**Run 1: routed clock nets over the placement**

Bar = 50 µm.
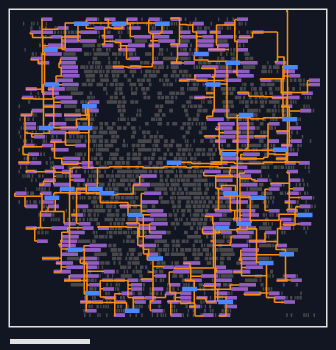
**Run 1: metal 2**

Cells faint in the background.
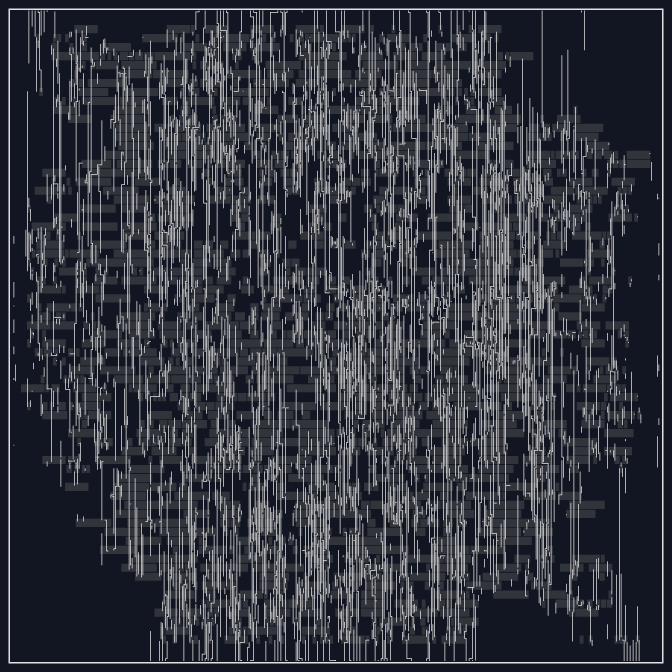
**Run 1: cell outlines without signal wires**

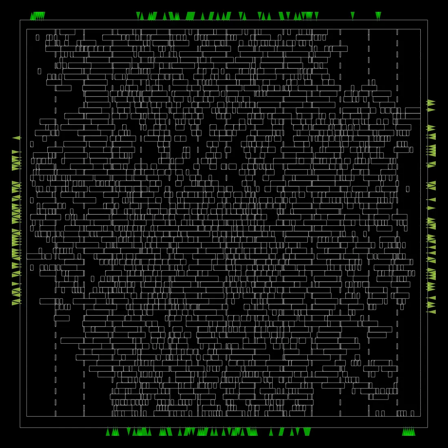
<file path="src/rtl/next_pc_unit.sv">
// Clocked next-PC generator: resolves SEQ/J/JAL/JR/BR/RET into a registered next PC
// through an IDLE->EXEC->RESP handshake, with a JAL/RET return-address stack.
module next_pc_unit #(
    parameter int PC_W      = 32,
    parameter int ADDR_W    = 26,
    parameter int WORD_ADDR = 1,
    parameter int RAS_DEPTH = 4
) (
    input  logic              clk,
    input  logic              rst,
    input  logic              req_valid,
    output logic              req_ready,
    input  logic [2:0]        op,
    input  logic [PC_W-1:0]   pc,
    input  logic [ADDR_W-1:0] addr,
    input  logic [15:0]       imm,
    input  logic              taken,
    input  logic [PC_W-1:0]   reg_addr,
    output logic [PC_W-1:0]   pc_out,
    output logic [PC_W-1:0]   link_out,
    output logic              link_we,
    output logic              done,
    output logic              misalign,
    output logic              ras_miss
);

    localparam logic [1:0] ST_IDLE = 2'd0;
    localparam logic [1:0] ST_EXEC = 2'd1;
    localparam logic [1:0] ST_RESP = 2'd2;

    localparam logic [2:0] OP_SEQ = 3'd0;
    localparam logic [2:0] OP_J   = 3'd1;
    localparam logic [2:0] OP_JAL = 3'd2;
    localparam logic [2:0] OP_JR  = 3'd3;
    localparam logic [2:0] OP_BR  = 3'd4;
    localparam logic [2:0] OP_RET = 3'd5;

    localparam int PTR_W = $clog2(RAS_DEPTH);
    localparam int CNT_W = PTR_W + 1;
    localparam logic [CNT_W-1:0] CNT_FULL = CNT_W'(RAS_DEPTH);

    localparam logic [PC_W-1:0] STEP = (WORD_ADDR != 0) ? PC_W'(1) : PC_W'(4);
    // Low PC bits replaced by the J/JAL field; shift by PC_W yields zero, so mask becomes all ones.
    localparam int J_LOW = (WORD_ADDR != 0) ? ADDR_W : ADDR_W + 2;
    localparam logic [PC_W-1:0] J_MASK = (PC_W'(1) << J_LOW) - PC_W'(1);

    logic [1:0]        state_reg;
    logic [2:0]        op_reg;
    logic [PC_W-1:0]   pc_reg;
    logic [ADDR_W-1:0] addr_reg;
    logic [15:0]       imm_reg;
    logic              taken_reg;
    logic [PC_W-1:0]   reg_addr_reg;

    logic [PC_W-1:0]   pc_out_reg;
    logic [PC_W-1:0]   link_out_reg;
    logic              link_we_reg;
    logic              done_reg;
    logic              misalign_reg;
    logic              ras_miss_reg;

    logic [PTR_W-1:0]  ras_ptr_reg;
    logic [CNT_W-1:0]  ras_cnt_reg;
    logic [RAS_DEPTH-1:0][PC_W-1:0] ras_flat;

    logic [PC_W-1:0]   seq_pc;
    logic [PC_W-1:0]   addr_ext;
    logic [PC_W-1:0]   j_target;
    logic [PC_W-1:0]   imm_ext;
    logic [PC_W-1:0]   br_off;
    logic [PC_W-1:0]   jr_target;
    logic              jr_misalign;
    logic [PC_W-1:0]   ras_top;

    logic [PC_W-1:0]   target_next;
    logic              misalign_next;
    logic              ras_miss_next;
    logic              link_we_next;
    logic              ras_push_op;
    logic              ras_pop_op;
    logic              ras_we;

    assign req_ready = (state_reg == ST_IDLE);
    assign pc_out    = pc_out_reg;
    assign link_out  = link_out_reg;
    assign link_we   = link_we_reg;
    assign done      = done_reg;
    assign misalign  = misalign_reg;
    assign ras_miss  = ras_miss_reg;

    assign seq_pc      = pc_reg + STEP;
    assign addr_ext    = {{(PC_W-ADDR_W){1'b0}}, addr_reg};
    assign j_target    = (pc_reg & ~J_MASK) | ((WORD_ADDR != 0) ? addr_ext : (addr_ext << 2));
    assign imm_ext     = {{(PC_W-16){imm_reg[15]}}, imm_reg};
    assign br_off      = (WORD_ADDR != 0) ? imm_ext : (imm_ext << 2);
    // Register targets are byte addresses regardless of PC indexing.
    assign jr_target   = (WORD_ADDR != 0) ? (reg_addr_reg >> 2) : reg_addr_reg;
    assign jr_misalign = |reg_addr_reg[1:0];
    assign ras_top     = ras_flat[ras_ptr_reg - PTR_W'(1)];

    always_comb begin
        target_next   = seq_pc;
        misalign_next = 1'b0;
        ras_miss_next = 1'b0;
        link_we_next  = 1'b0;
        ras_push_op   = 1'b0;
        ras_pop_op    = 1'b0;
        case (op_reg)
            OP_J: target_next = j_target;
            OP_JAL: begin
                target_next  = j_target;
                link_we_next = 1'b1;
                ras_push_op  = 1'b1;
            end
            OP_JR: begin
                target_next   = jr_target;
                misalign_next = jr_misalign;
            end
            OP_BR: target_next = taken_reg ? (seq_pc + br_off) : seq_pc;
            OP_RET: begin
                if (ras_cnt_reg != '0) begin
                    target_next = ras_top;
                    ras_pop_op  = 1'b1;
                end else begin
                    target_next   = jr_target;
                    misalign_next = jr_misalign;
                    ras_miss_next = 1'b1;
                end
            end
            default: target_next = seq_pc;
        endcase
    end

    assign ras_we = (state_reg == ST_EXEC) && ras_push_op;

    // Circular stack: the write pointer wraps, so a push when full overwrites the oldest entry.
    genvar gi;
    generate
        for (gi = 0; gi < RAS_DEPTH; gi++) begin : g_ras
            logic [PC_W-1:0] entry_reg;
            always_ff @(posedge clk) begin
                if (!rst && ras_we && (ras_ptr_reg == PTR_W'(gi))) begin
                    entry_reg <= seq_pc;
                end
            end
            assign ras_flat[gi] = entry_reg;
        end
    endgenerate

    always_ff @(posedge clk) begin
        if (rst) begin
            state_reg    <= ST_IDLE;
            op_reg       <= OP_SEQ;
            pc_reg       <= '0;
            addr_reg     <= '0;
            imm_reg      <= '0;
            taken_reg    <= 1'b0;
            reg_addr_reg <= '0;
            pc_out_reg   <= '0;
            link_out_reg <= '0;
            link_we_reg  <= 1'b0;
            done_reg     <= 1'b0;
            misalign_reg <= 1'b0;
            ras_miss_reg <= 1'b0;
            ras_ptr_reg  <= '0;
            ras_cnt_reg  <= '0;
        end else begin
            case (state_reg)
                ST_IDLE: begin
                    if (req_valid) begin
                        op_reg       <= op;
                        pc_reg       <= pc;
                        addr_reg     <= addr;
                        imm_reg      <= imm;
                        taken_reg    <= taken;
                        reg_addr_reg <= reg_addr;
                        state_reg    <= ST_EXEC;
                    end
                end
                ST_EXEC: begin
                    pc_out_reg   <= target_next;
                    if (link_we_next) begin
                        link_out_reg <= seq_pc;
                    end
                    link_we_reg  <= link_we_next;
                    misalign_reg <= misalign_next;
                    ras_miss_reg <= ras_miss_next;
                    done_reg     <= 1'b1;
                    if (ras_push_op) begin
                        ras_ptr_reg <= ras_ptr_reg + PTR_W'(1);
                        if (ras_cnt_reg != CNT_FULL) begin
                            ras_cnt_reg <= ras_cnt_reg + CNT_W'(1);
                        end
                    end else if (ras_pop_op) begin
                        ras_ptr_reg <= ras_ptr_reg - PTR_W'(1);
                        ras_cnt_reg <= ras_cnt_reg - CNT_W'(1);
                    end
                    state_reg <= ST_RESP;
                end
                ST_RESP: begin
                    link_we_reg  <= 1'b0;
                    misalign_reg <= 1'b0;
                    ras_miss_reg <= 1'b0;
                    done_reg     <= 1'b0;
                    state_reg    <= ST_IDLE;
                end
                default: state_reg <= ST_IDLE;
            endcase
        end
    end

endmodule

</file>
<file path="config.mk">
export PLATFORM = sky130hd
export DESIGN_NAME = next_pc_unit
export DESIGN_NICKNAME = d
export VERILOG_FILES = /design/src/rtl/next_pc_unit.sv
export SDC_FILE = /design/constraint.sdc
export NUM_CORES = 1
export LEC_CHECK = 0
export CAP_MARGIN = 15
export CORE_MARGIN = 3
export CORE_UTILIZATION = 40
export DETAILED_ROUTE_END_ITERATION = 10
export DONT_BUFFER_PORTS = 1
export GPL_TIMING_DRIVEN = 1
export REMOVE_ABC_BUFFERS = 1
export SKIP_LAST_GASP = 1
export SLEW_MARGIN = 40
export SYNTH_ARGS = -nofsm -noshare
export SYNTH_HDL_FRONTEND = slang
export SYNTH_SLANG_ARGS = --single-unit
</file>
<file path="constraint.sdc">
create_clock -name clk -period 3.7 [get_ports clk]
set_clock_uncertainty 0.2 [all_clocks]
set_input_delay 1.11 -clock clk [delete_from_list [all_inputs] [get_ports clk]]
set_output_delay 1.11 -clock clk [all_outputs]
set_load 0.02 [all_outputs]
</file>
==> impl.org, run 1 <==
* Flow results

** Setup path
- In this run the worst setup path begins at pc_reg[5].
- STA puts the critical path data arrival time at 3.95 ns.
- Worst Setup EP :: pc_out[25]
- The data required time reported for the critical path is 3.90 ns.
- Along the critical path, the tally of buffer and inverter instances is 3.
- FF-to-FF path depth :: 17
- The critical path maximum fanout is 6.
- CP startpoint kind :: flip-flop
- The longest incremental delay of any stage on the critical path is reported as 0.42 ns.
- The capture point of the worst register-to-register path is recorded as pc_out[25].

** Die
- Std-Cell Rows :: 69
- The overall die size recorded for this design is 39000 µm².
- Height of the die :: 198 µm
- Fp_density :: 41.0%
- Across the placement rows, the number of tap cells is 461.
- Boundary Pins :: 182
- According to the floorplan report, the placeable core area is 35800 µm².

** Timing
- Relative slew margins :: 40.2%
- Setup repair after global routing could not meet its margin everywhere.
- Setup total negative slack on the finished layout was measured at -0.165 ns.
- The flow reports an fmax of 267 MHz.
- The final timing report gives a worst setup slack of -0.0500 ns.
- The worst path in the final design needs a cycle of 3.75 ns, including I/O delays and setup.
- Hold is met by 0.255 ns.
- The final report lists the setup-violating endpoint count as 5.
- Hold violation count in the final report :: 0
- Final Cycle Share :: 101%

** Route
- DRC viols :: 0
- Per the detail_route report, vias per standard cell equal 5.58.
- Number of DRC violations after detailed-routing iteration 0 :: 979
- According to the report, the first pass of detailed routing completed in 6 iterations.
- In this run the remaining antenna-violating nets after routing total 0.
- Uppermost metal layer occupied by signal nets :: met4
- After detailed routing, the met3 layer carries 3050 µm of wire.

** Global routing
- Summed over all routing layers, the global router reports a total usage of 23.5%.
- Global route hottest layer :: met2
- The first global-routing pass estimated 70800 µm of wire.
- Met3 Usage GRT :: 4.14%
- Vias in the first global route :: 11896

** Final layout
- After layout, the clock buffer instance count stands at 49.
- Final clock-cell share :: 6.24%
- By instance count after routing, the leading logic cell type is nand2_1.
- Flops :: 313
- Non-Filler Cell Area, Final :: 18800 µm²
- Non-clock buffer contribution to total cell area :: 10.4%
- Logic share of the area :: 39.3%
- Count of inserted antenna diode cells :: 0
- In the final layout, the share of cells above drive strength 1 is 27.6%.
- In this run the layout overhead on the synthesized area is reported as 27.8%.
- The register with the most flip-flops in the layout has 128 of them.
- Non-clock buffers in the final layout number 249.
- 1063 cells are multi-input combinational gates.
- The area taken by multi-input combinational cells is reported as 7370 µm².
- After the flow finishes, the layout carries non-filler instances totaling 2184.
- According to the finish report, the design has a final net count of 1858.
- Cell kind with the greatest summed area :: flip-flops and latches
- Commonest cells after routing, fill and taps aside :: 311 x nand2_1, 238 x buf_4, 175 x dfxtp_1, 162 x a21oi_1, 128 x edfxtp_1
- Non-clk invs :: 35

** CTS
- On the reported timing paths, the clock transition at the registers reads 0.06 ns.
- TritonCTS built the clock tree.
- Buffer levels on the longest clock path :: 3
- The number of clock buffers added by TritonCTS is 35.
- Number of H-tree branching levels :: 2
- Buffer cell driving the clock tree root :: clkbuf_16
- Sink Count :: 313

** Power and ir drop
- Switching part of the total power :: 26.5%
- Per the OpenROAD power report, leakage power amounts to 7.30 nW.
- Top pwr grp :: sequential cells
- Seq. pwr :: 3.90 mW
- Power share of the sequential group :: 45.0%
- Power dissipated by switching net loads :: 2.30 mW

** Run status
- Result of the run :: finished with violations
- The checks that failed: negative setup slack.

** Yosys
- Xor/xnor cell area share of the yosys netlist :: 3.41%
- Dominant combinational family :: simple AND/OR/NAND/NOR gates
- Largest area contributor in the netlist :: edfxtp_1
- Fraction of post-synthesis cell area in the top cell type by area :: 26.2%
- After synthesis the netlist holds a flip-flop and latch count of 313.
- Proportion of register bits with asynchronous set or reset after synthesis :: 0%
- The mapped netlist covers 14700 µm².
- Adder and majority gate portion of the synthesized area :: 4.19%
- Per the Yosys statistics, synthesis produced 1506 cells.
- The share of the Yosys chip area taken by registers is 51.4%.
- Top_reg_cell synth :: dfxtp_1
- Mean instance size in the synthesized netlist :: 9.75 µm²
- In the synthesis report, Yosys lists the chip area as 14700 µm².
- Share of synthesized cell area in and, or, nand and nor gates :: 16.6%
- The synthesis report lists the Yosys warning total as 0.
- Most common cell in the synthesized netlist :: nand2_1
- Distinct lib cells used :: 71
- Per the post-synthesis report, the number of cells in the design is 1506.

** Placement
- Setup slack on the worst path after placement came out at -0.400 ns.
- At the end of routability-driven placement, the weighted congestion stood at 0.905.
- Post-place instance area :: 16500 µm²
- Note, the detailed placer reported a final HPWL of 32600 µm.
- # port buffers :: 0

** Hold path
- Worst min-delay path category :: flip-flop to flip-flop
- Worst hold path endpoint :: reg_addr_reg[0]
- Hold path startpoint :: reg_addr_reg[0]
- Worst hold stages :: 2
## Picture notes: 'routed clock nets over the placement'
purple -> flip-flops  # count 313
orange -> clock wires  # length 4000 µm
blue -> cells driving clock nets  # count 35
routed clock nets = 36
clock network power share: 40.5%
power of the clock network: 3.51 mW
clk ins delay skew pair: 0.52 ns

## Picture notes: 'metal 2'
wire length on this layer = 21.6 mm
share of all routed wire = 46%
longest straight run = 79.6 µm
nets with wire on the layer = 1554
main direction = vertical
M2 GR Usage: 36.9%
total wire length after detailed routing: 47000 µm
number of vias after detailed routing: 12197

## Picture notes: 'cell outlines without signal wires'
sequential share of cell area: 40.3%
Layout Utilization: 52.4%
Filler Cell Count: 3244

**Run 1: cell classes on the final placement**

Bar = 50 µm.
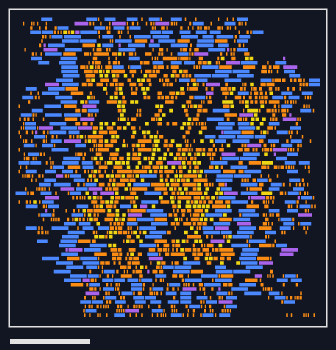

## Run 2: what changed since run 1
- ABC_AREA: default -> 1
**Run 2: cell classes on the final placement**

Bar = 50 µm.
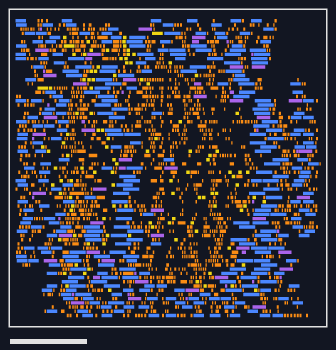
yellow -> other buffers and delay cells  # cells 111
orange -> all other logic  # cells 1616
blue -> flip-flops  # cells 313
purple -> clock drivers and dummy loads  # cells 67
Layout Utilization: 47.7%
Std-Cell Rows: 71
sequential share of cell area: 41.5%
placeable core region: 38200 µm²
Non-Filler Cell Area, Final: 18200 µm²

==> impl.org, run 2 <==
* Flow results

** Final layout
- Cell kind with the greatest summed area :: flip-flops and latches
- Among logic cells in the layout, the one with the most instances is nand2_1.
- The layout multi-input combinational cell count was 1395 (+31%).
- The number of non-clock inverters in the layout is 221 (+530%).
- The tally of clock buffers in the finished layout came to 58 (+18%).
- The sequential cell count came to 313 (unchanged).
- Non-CTS buffers :: 111 (-55%)
- The clock network area share is 6.33% (+0.084 points).
- The tally of filler cells in the layout came to 3845 (+19%).
- The total area of multi-input combinational cells came to 7160 µm² (-2.8%).
- Final Net Count :: 2240 (+21%)
- The number of antenna repair diodes was 0 (unchanged).
- The fraction of cell area in non-clock buffers is 4.78% (-5.6 points).
- The tally of non-filler cells in the final layout came to 2618 (+20%).
- The share of final-layout standard cells stronger than drive strength 1 is 12.1% (-15 points).
- Max reg flops :: 128 (unchanged)
- The logic share of the area was 39.3% (about the same).
- In the layout the commonest cells are 373 x nand2_1, 279 x nor2_1, 258 x o21ai_0, 212 x inv_1, 178 x dfxtp_1.

** Power and ir drop
- The sequential cell power is 4.00 mW (+3%).
- Top pwr grp :: sequential cells
- The net switching power is 2.83 mW (+23%).
- The switching fraction of total power is 30.6% (+4.1 points).
- Power share of the sequential group :: 43.3% (-1.7 points)
- Leak :: 7.63 nW (+4.5%)

** Yosys
- The yosys stat chip area came to 15700 µm² (+7.0%).
- The post-synthesis cell count from yosys is 2022 (+34%).
- Mean instance size in the synthesized netlist :: 7.77 µm² (-20%)
- Fraction of post-synthesis cell area in the top cell type by area :: 24.5% (-1.7 points)
- Ys Warns :: 0 (unchanged)
- The async set or reset register ratio after synthesis is 0% (unchanged).
- Mapped Cells :: 2022 (+34%)
- In this run, the synthesized area fraction spent on AND-OR/OR-AND gates is recorded as 17.8%.
- Dominant combinational family :: simple AND/OR/NAND/NOR gates
- Register area share after synthesis :: 48.1% (-3.4 points)
- The tally of unique sky130hd cells used after synthesis is 47 (-34%).
- Counting flops with a built-in enable in the synthesized netlist gives 128.
- The post-synthesis xor/xnor area fraction is 1.38% (-2.0 points).
- The synthesized-area fraction occupied by adder cells is 3.92% (-0.27 points).
- Top_reg_cell synth :: dfxtp_1
- Total of flip-flops plus latches after synthesis :: 313 (unchanged)
- Cell Area, Synth :: 15700 µm² (+7.0%)
- Looking at the gate-level netlist, the highest instance count belongs to nand2_1.

** CTS
- CTS tree :: yes
- The clock slew at the register clock pins of the worst setup and hold paths is 0.06 ns (about the same).
- Number of H-tree branching levels :: 2 (unchanged)
- The worst-case clock buffer depth was 3 (unchanged).
- The total clock buffers created by CTS is 37 (+5.7%).
- Count of buffers added by post-CTS timing repair for setup :: 0
- Buffer cell driving the clock tree root :: clkbuf_16
- The clock sink total is 313 (unchanged).

** Die
- The area of the die was 41700 µm² (+6.8%).
- Boundary Pins :: 182 (unchanged)
- The starting density of the core was 41.1% (+0.14 points).
- Number of well taps :: 511 (+11%)
- Height of the die :: 204 µm (+3.3%)

** Timing
- The number of setup violations in the final report was 0 (-5).
- Final Cycle Share :: 94.8% (-6.6 points)
- The time the worst path needs with I/O delays and setup is 3.51 ns (-0.243 ns).
- Setup repair after global routing could not meet its margin everywhere.
- The aggregate negative setup slack is 0 ns (+0.165 ns).
- The number of failing hold endpoints at the final stage came to 0 (unchanged).
- The maximum operating frequency is 285 MHz (+6.9%).
- Relative slew margins :: 47.4% (+7.2 points)
- Worst setup slack after layout :: 0.193 ns (+0.243 ns)
- Max-slew check failures listed in the final report amount to 0.

** Route
- The post-detailed-route via-to-cell ratio is 5.30 (-5.0%).
- WL met3 :: 3530 µm (+16%)
- Uppermost metal layer occupied by signal nets :: met4
- The number of vias in the routed layout was 13884 (+14%).
- The initial DRC count is 995 (+1.6%).
- Total wire length after detailed routing :: 53900 µm (+15%)
- The number of optimization iterations in the first detailed-route pass was 5 (-1).
- Post-route antenna net violation count :: 0 (unchanged)
- Met2 WL post-DR :: 23800 µm
- The number of design rule violations left after detail routing came to 0 (unchanged).

** Setup path
- FF-to-FF path depth :: 21 (+4)
- Critical path peak fanout :: 6 (unchanged)
- End of the worst register-to-register path :: pc_out[24]
- Worst Setup EP :: pc_out[24]
- The launch point of the critical path was reported as pc_reg[3].
- Endpoint required time on the critical path :: 3.96 ns (+0.06 ns)
- Buffers and inverters on the worst path :: 2 (-1)
- The maximum single-stage delay on the critical path was 0.39 ns (-0.03 ns).
- The worst setup path is launched from a flip-flop.

** Run
- Max Cap Viol :: 0

** Hold path
- Worst hold stages :: 2 (unchanged)
- The type recorded for the worst min-delay path is flip-flop to flip-flop.
- In this run the most critical hold path is launched from addr_reg[0].
- Worst hold path endpoint :: addr_reg[0]

** Placement
- Detailed placer's ending HPWL :: 39200 µm (+20%)
- Setup slack at placement :: -0.184 ns (+0.216 ns)
- Post-place instance area :: 16800 µm² (+2.2%)
- # port buffers :: 0 (unchanged)
- RD Place Congestion :: 0.980 (+8.3%)

** Global routing
- Antenna violations before repair :: 0
- The global-route usage over all layers came to 25.8% (+2.3 points).
- After global routing, the most crowded layer is met2.
- M2 GR Usage :: 41.0% (+4.1 points)
- The number of global-route vias before repair came to 13570 (+14%).

** Run status
- The run finished with clean final reports.
**Run 2: routed clock nets over the placement**

Bar = 50 µm.
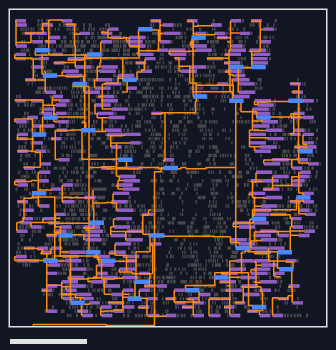
power of the clock network: 3.49 mW
clk ins delay skew pair: 0.55 ns
clock network power share: 37.8%

**Run 2: gate-type map**

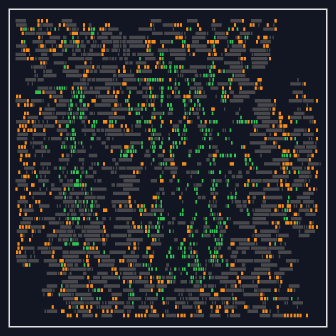

## Run 3: what changed since run 2
--- a/config.mk
+++ b/config.mk
@@ -15,3 +15,2 @@
 export REMOVE_ABC_BUFFERS = 1
-export SKIP_LAST_GASP = 1
 export SLEW_MARGIN = 40
--- a/constraint.sdc
+++ b/constraint.sdc
@@ -4,2 +4,2 @@
 set_output_delay 1.11 -clock clk [all_outputs]
-set_load 0.02 [all_outputs]
+set_load 0.05 [all_outputs]
**Run 3: gate-type map**

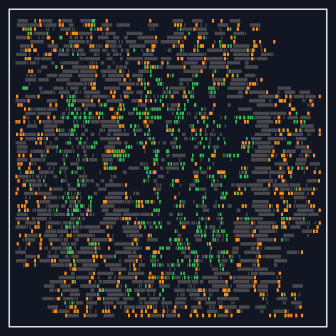
orange -> inverting AOI/OAI gates  # cells 510, where widely spread
green -> NAND gates  # cells 477
logic share of the area: 39.2%
final cell count without fillers: 2608
most numerous logic cell after layout: nand2_1

**Run 3: routed clock nets over the placement**

Bar = 50 µm.
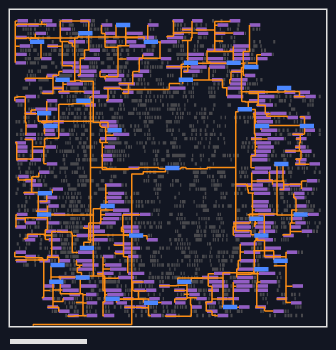
purple -> flip-flops  # count 313
blue -> cells driving clock nets  # count 36
orange -> clock wires  # length 3990 µm
routed clock nets = 37
flops lie = widely spread
clk ins delay skew pair: 0.54 ns
clock network power share: 38.5%
power of the clock network: 3.64 mW

==> impl.org, run 3 <==
* Flow results

** Power and ir drop
- The switching fraction of total power is 30.5% (-0.060 points).
- Power share of the sequential group :: 43.3% (about the same)
- Top pwr grp :: sequential cells
- The net switching power was 2.89 mW (+2.2%).
- The sequential cell power was 4.10 mW (+3%).
- Leak :: 7.64 nW (+0.12%)

** CTS
- CTS placed an instance of clkbuf_16 at the clock tree root.
- The clock sink total was 313 (unchanged).
- TritonCTS built the clock tree.
- Clock input transition at the sequential cells of the worst setup and hold paths :: 0.06 ns (about the same)
- The worst-case clock buffer depth is 3 (unchanged).
- The deepest level of the CTS H-tree was 2 (unchanged).

** Placement
- The count of buffers from port buffering came to 0 (unchanged).
- The post-placement worst setup slack was -0.0939 ns (+0.0905 ns).
- Post-place instance area :: 16800 µm² (-0.45%)
- Detailed placer's ending HPWL :: 37800 µm (-3.6%)

** Route
- Met2 WL post-DR :: 23500 µm (-1.5%)
- Number of vias after detailed routing :: 13875 (-0.065%)
- The number of design rule violations left after detail routing is 0 (unchanged).
- The number of optimization iterations in the first detailed-route pass came to 5 (unchanged).
- Uppermost metal layer occupied by signal nets :: met4
- The detailed route wirelength on metal3 was 3600 µm (+1.9%).
- Vias/cell :: 5.32 (+0.32%)
- The initial DRC count was 991 (-0.40%).
- The routed wire length was 52700 µm (-2.3%).

** Die
- Die Outline Area :: 41700 µm² (unchanged)
- Height of the die :: 204 µm (unchanged)
- The starting density of the core came to 41.1% (unchanged).
- Boundary Pins :: 182 (unchanged)
- Number of well taps :: 511 (unchanged)
- Std-Cell Rows :: 71 (unchanged)

** Final layout
- The final net count came to 2230 (-0.45%).
- The clock network area share came to 6.84% (+0.51 points).
- Max reg flops :: 128 (unchanged)
- Area of combinational cells with multiple inputs :: 7140 µm² (-0.28%)
- Commonest cells after routing, fill and taps aside :: 373 x nand2_1, 281 x nor2_1, 256 x o21ai_0, 213 x inv_1, 179 x dfxtp_1
- Non-Filler Cell Area, Final :: 18200 µm² (about the same)
- Sequential share of cell area :: 41.5% (about the same)
- Filler Cell Count :: 3784 (-1.6%)
- The share of final-layout standard cells stronger than drive strength 1 was 11.7% (-0.47 points).
- The non-clock buffer total of the final layout is 102 (-8.1%).
- Flops :: 313 (unchanged)
- The core occupancy in the finished layout came to 47.7% (about the same).
- Multi-input combinational gate total :: 1395 (unchanged)

** Yosys
- Mapped Cells :: 2022 (unchanged)
- The tally of yosys warning messages is 0 (unchanged).
- The number of synthesized flops with an enable pin is 128 (unchanged).
- Most common cell in the synthesized netlist :: nand2_1
- Cell count in the Yosys report :: 2022 (unchanged)
- Fraction of post-synthesis cell area in the top cell type by area :: 24.5% (unchanged)
- Proportion of register bits with asynchronous set or reset after synthesis :: 0% (unchanged)
- Total of flip-flops plus latches after synthesis :: 313 (unchanged)
- Compound-gate portion of the synthesized area :: 17.8% (unchanged)
- Dominant combinational family :: simple AND/OR/NAND/NOR gates
- The yosys stat chip area is 15700 µm² (unchanged).
- Cell Area, Synth :: 15700 µm² (unchanged)
- The post-synthesis sequential area ratio came to 48.1% (unchanged).
- The synthesized-area fraction occupied by adder cells was 3.92% (unchanged).
- The tally of unique sky130hd cells used after synthesis came to 47 (unchanged).
- The mean area per synthesized cell is 7.77 µm² (unchanged).

** Global routing
- The number of global-route vias before repair was 13567 (-0.022%).
- Global router's overall resource usage :: 25.2% (-0.63 points)
- M2 GR Usage :: 39.9% (-1.0 points)
- Antenna violations before repair :: 1 (+1)

** Timing
- The worst slew slack as a fraction of its limit came to 47.8% (+0.42 points).
- Setup repair after global routing could not meet its margin everywhere.
- The number of failing hold endpoints at the final stage is 0 (unchanged).
- TNS Setup :: 0 ns (unchanged)
- Fmax :: 290 MHz (+1.5%)
- Post-layout min period :: 3.45 ns (-0.0525 ns)
- Number of setup violations in the final report :: 0 (unchanged)
- Worst setup slack after layout :: 0.246 ns (+0.0525 ns)

** Setup path
- CP startpoint kind :: flip-flop
- Launch point of the worst path :: pc_reg[0]
- The sum of buffers and inverters on the critical path is 4 (+2).
- The maximum fanout count along the critical path was 5 (-1).
- FF-to-FF path depth :: 23 (+9.5%)

** Hold path
- Hold path startpoint :: addr_reg[7]
- The hold path depth was 2 (unchanged).
- Worst hold path endpoint :: addr_reg[7]

** Run status
- Result of the run :: finished clean

** Run
- Max Cap Viol :: 0 (unchanged)
No activity file was given, so power comes from the tool's default toggle rates.
